Design rle_encoder, sky130hd; sources not shown.
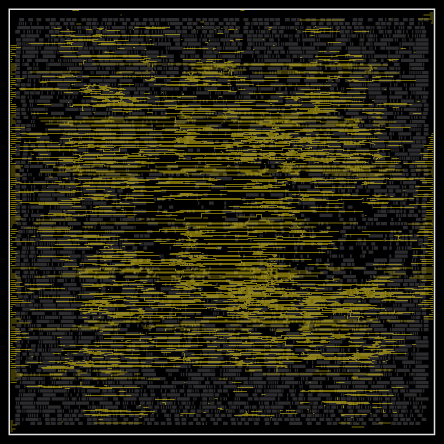
met3.png
Drawn at 1.5 px/micron. Cells faint in the background.
nets with wire on the layer: 1,208
longest straight run: 145 microns
wire length on this layer: 26.2 mm
routed via count: 39,590
wire length after detailed routing: 192,200 microns
met3 demand-to-capacity share in global routing: 0.1628

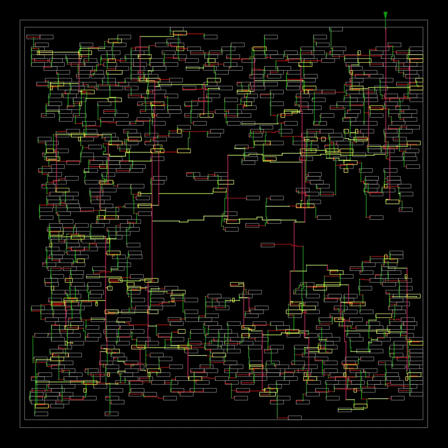
final_clocks.png
total clock buffers created by CTS: 81
registers: 739

==> run summary <==
Implementation results are summarized by area below.

Run status
The flow ran to the end, and the final reports show no timing, DRC or antenna violations.

STA
For this run, the final setup violation count is recorded as 0. The shortest period the worst path allows is 14.49 ns. The worst hold margin is 0.4956 ns.

The worst-case clock skew is 0.02240 ns. Post-route period utilization is reported as 0.4352. After layout, the worst setup slack is 18.81 ns. Setup repair after global routing left no endpoint under its margin. Across all checked pins, the minimum headroom to the slew limit is 0.1396. The total negative setup slack is 0 ns. Counting pins that exceed their max-slew limit in the final report gives 0. The worst-margin pin slew is 1.291 ns. The fmax is 0.06900 GHz.

Logic synthesis
Counting flops with an async set or reset pin after synthesis yields a share of 1.000. The post-synthesis share of cell area spent on and, or, nand and nor gates is 0.2881. The largest area contributor in the netlist is sky130_fd_sc_hd__dfrtp_1. By area the synthesized netlist is led by sky130_fd_sc_hd__dfrtp_1, sky130_fd_sc_hd__nand2_1, sky130_fd_sc_hd__mux4_2. Warnings reported by Yosys during synthesis add up to 0. The most frequently used flop master after synthesis is sky130_fd_sc_hd__dfrtp_1. The area fraction of the largest cell type after synthesis is 0.4840.

Ranked by instance count, the synthesized netlist is headed by sky130_fd_sc_hd__nand2_1, sky130_fd_sc_hd__dfrtp_1, sky130_fd_sc_hd__clkbuf_1, sky130_fd_sc_hd__nor4_1, sky130_fd_sc_hd__mux4_2. The most common cell in the synthesized netlist is sky130_fd_sc_hd__nand2_1. Of the synthesized area, sequential elements account for 0.4840. The number of distinct standard cells referenced by the synthesized netlist is 101.

The total cell area reported by yosys after synthesis is 0.03821 sq mm. The instance tally after logic synthesis is 4,358. When the netlist entered floorplanning its net count stood at 5,089. The post-synth count of flops with an enable pin is 0. The top logic cell family in the synthesized netlist is simple AND/OR/NAND/NOR gates. The post-synthesis cell area is 0.03821 sq mm.

For reference, the mux area share after synthesis is 0.1138. For reference, the post-synthesis area per instance comes to 8.767 sq um. The cell count listed in synth_stat.txt is 4,358.

Per the synthesis report, the AND-OR/OR-AND share of the synthesized area is 0.06612. Of the total synthesized cell area, the portion taken by XOR and XNOR cells is 0.003439. The adder-cell share of the synthesized area is 0.007925. Synthesis inferred 739 register bits.

Placed design
Input and output buffers added on the ports amount to 731. The placement-stage cell area is 0.04700 sq mm. Before CTS, the worst setup slack after placement is 20.02 ns. The placed wire-length estimate is 148,600 microns. The congestion estimate from routability-driven global placement came to 1.086.

Die
The area enclosed by the die boundary is 0.07977 sq mm. Measured along the x axis, the die boundary spans 282.4 microns. The floorplan has 100 rows. The die height is 282.4 microns. The share of the core area taken by cells at floorplan is 0.5089. According to the floorplan report, the placeable core area is 0.07507 sq mm. The floorplan report gives the top-level pin count as 732.

Clocking
The count of instances resized after the clock tree is built is 0. The worst-case clock buffer depth is 3. CTS built an H-tree with a depth of 3.

Looking at the post-CTS report, the setup buffer insertion count equals 0. The number of clock sinks seen by CTS is 739. TritonCTS built the clock tree.

The tree is rooted in a sky130_fd_sc_hd__clkbuf_16. Clock-pin slew was measured on the worst setup and hold paths at 0.06 ns. The clock latency reported for the late side of the worst-skew pair is 0.67 ns. The cts-stage hold buffer count is 0.

Global routing
The via count of the first global-routing pass came to 38,080. The pin count of the biggest net entering global routing is 110. The final global-route overflow total is 0. For this run, global-route usage on met1 was measured as 0.6082. The layer flagged by global routing as most heavily used is met2. For this run, the total global-route usage over all layers was measured as 0.4725. On met2, the global router reports a usage of 0.6955. The number of antenna violations at the first check in global routing came to 13.

The first-pass GRT wire length is 266,000 microns.

Layout
The flow measured a signed area growth from synthesis to layout of 30.42%. The register with the most flip-flops in the layout has 704 of them. The final report gives the standard cell area, fillers excluded, as 0.04983 sq mm. Per the layout report, the design carries 6,165 filler cells. In the layout the commonest cells are sky130_fd_sc_hd__nand2_1, sky130_fd_sc_hd__dfrtp_1, sky130_fd_sc_hd__clkdlybuf4s50_1.

The ratio of cells with drive above 1 in the final layout is 0.07318. The final core utilization is 0.6638. Per the cell usage report, the commonest logic cell in the layout is sky130_fd_sc_hd__nand2_1. The number of standard cells in the final layout excluding fillers is 6,223.

Run
The number of maximum-capacitance constraint violations is 0. The OpenROAD warning count is 37.

Worst setup path
STA classifies the critical path endpoint as an output pin. In this run the critical path is formed by buf_2 > buf_4 > buf_4 > buf_2 > buf_2 > buf_2 > inv_1 > clkbuf_1 > ha_1 > nand2b_1 > nand2_1 > a222oi_1 > nand4_1 > nor4_1 > a41oi_1 > nor3_1 > nor3b_2 > o21ai_1 > or3_1 > o32ai_1 > clkdlybuf4s50_1. The timing report attributes the biggest portion of critical-path delay to buffers and inverters.

STA classifies the critical path startpoint as a flop. The internal reg-to-reg setup slack is 24.61 ns. The timing report gives the biggest stage delay along the critical path as 0.98 ns.

The standard cell with the maximum stage delay on the critical path is sky130_fd_sc_hd__nor3_1. The count of cell instances traversed by the critical path is 21. The number of cell instances on the worst register-to-register path is 21.

The arrival time of data at the worst endpoint is listed as 9.50 ns. The required time at the worst endpoint is listed as 28.30 ns. The classification of the worst setup path is flop to output pin.

By instance count, the cell type seen most on the critical path is sky130_fd_sc_hd__buf_2. The maximum fanout encountered on the critical timing path is 10.

Pwr
The script computed the net switching share of total power as 0.4797. The share of total power dissipated in sequential elements is 0.327. Per the OpenROAD power report, leakage power amounts to 23.56 nW. VDD sags by at most 0.05820 mV. The power in the clock group is 0.000961 W.

The portion of total power attributed to combinational logic is 0.497. The sequential power is 0.00178 W. The design draws 0.005450 W. The share of total power dissipated in the clock network is 0.176. Internal power comes to 0.002835 W. For this design the total switching power over the nets is 0.002614 W.

The total power divided by cell area is 109.4 mW/mm^2. Of all power groups, the one with the highest power is combinational cells.

Min path
Hold analysis shows the worst path with a depth of 2. The most critical min-delay path falls under flop to flop.

Detailed routing
In the routed layout, each cell is associated on average with a via count of 6.361. After detailed routing, the wire length on met1 is 69,310 microns. Nets still carrying antenna violations after routing amount to 0. The highest metal layer with signal wires is met5. The routed length per placed instance is 30.89 microns.

The initial DRC count is 5,772. The met2 wirelength from detailed routing is 82,470 microns. The number of design rule violations left after detail routing is 0. Wire segments on met3 add up to 26,200 microns in the final route.
area by class of cell:
type / instances / area, sq um / area share
Antenna cell: 7 / 17.52 / 0.0003515
Buffer: 263 / 1290 / 0.02589
Clock buffer: 112 / 2283 / 0.04583
Clock inverter: 36 / 516.7 / 0.01037
Inverter: 32 / 127.6 / 0.002561
Multi-Input combinational cell: 3324 / 18330 / 0.3678
Sequential cell: 739 / 18490 / 0.3711
Tap cell: 969 / 1212 / 0.02433
Timing Repair Buffer: 741 / 7564 / 0.1518
worst min-delay path: cells and delay by family, from the launching register on:
| family | cells | cell delay, ns |
|---|---|---|
| AND/OR/NAND/NOR | 2 | 0.11 |
| flip-flops | 1 | 0.36 |
Power is estimated from default activity; no workload was simulated.
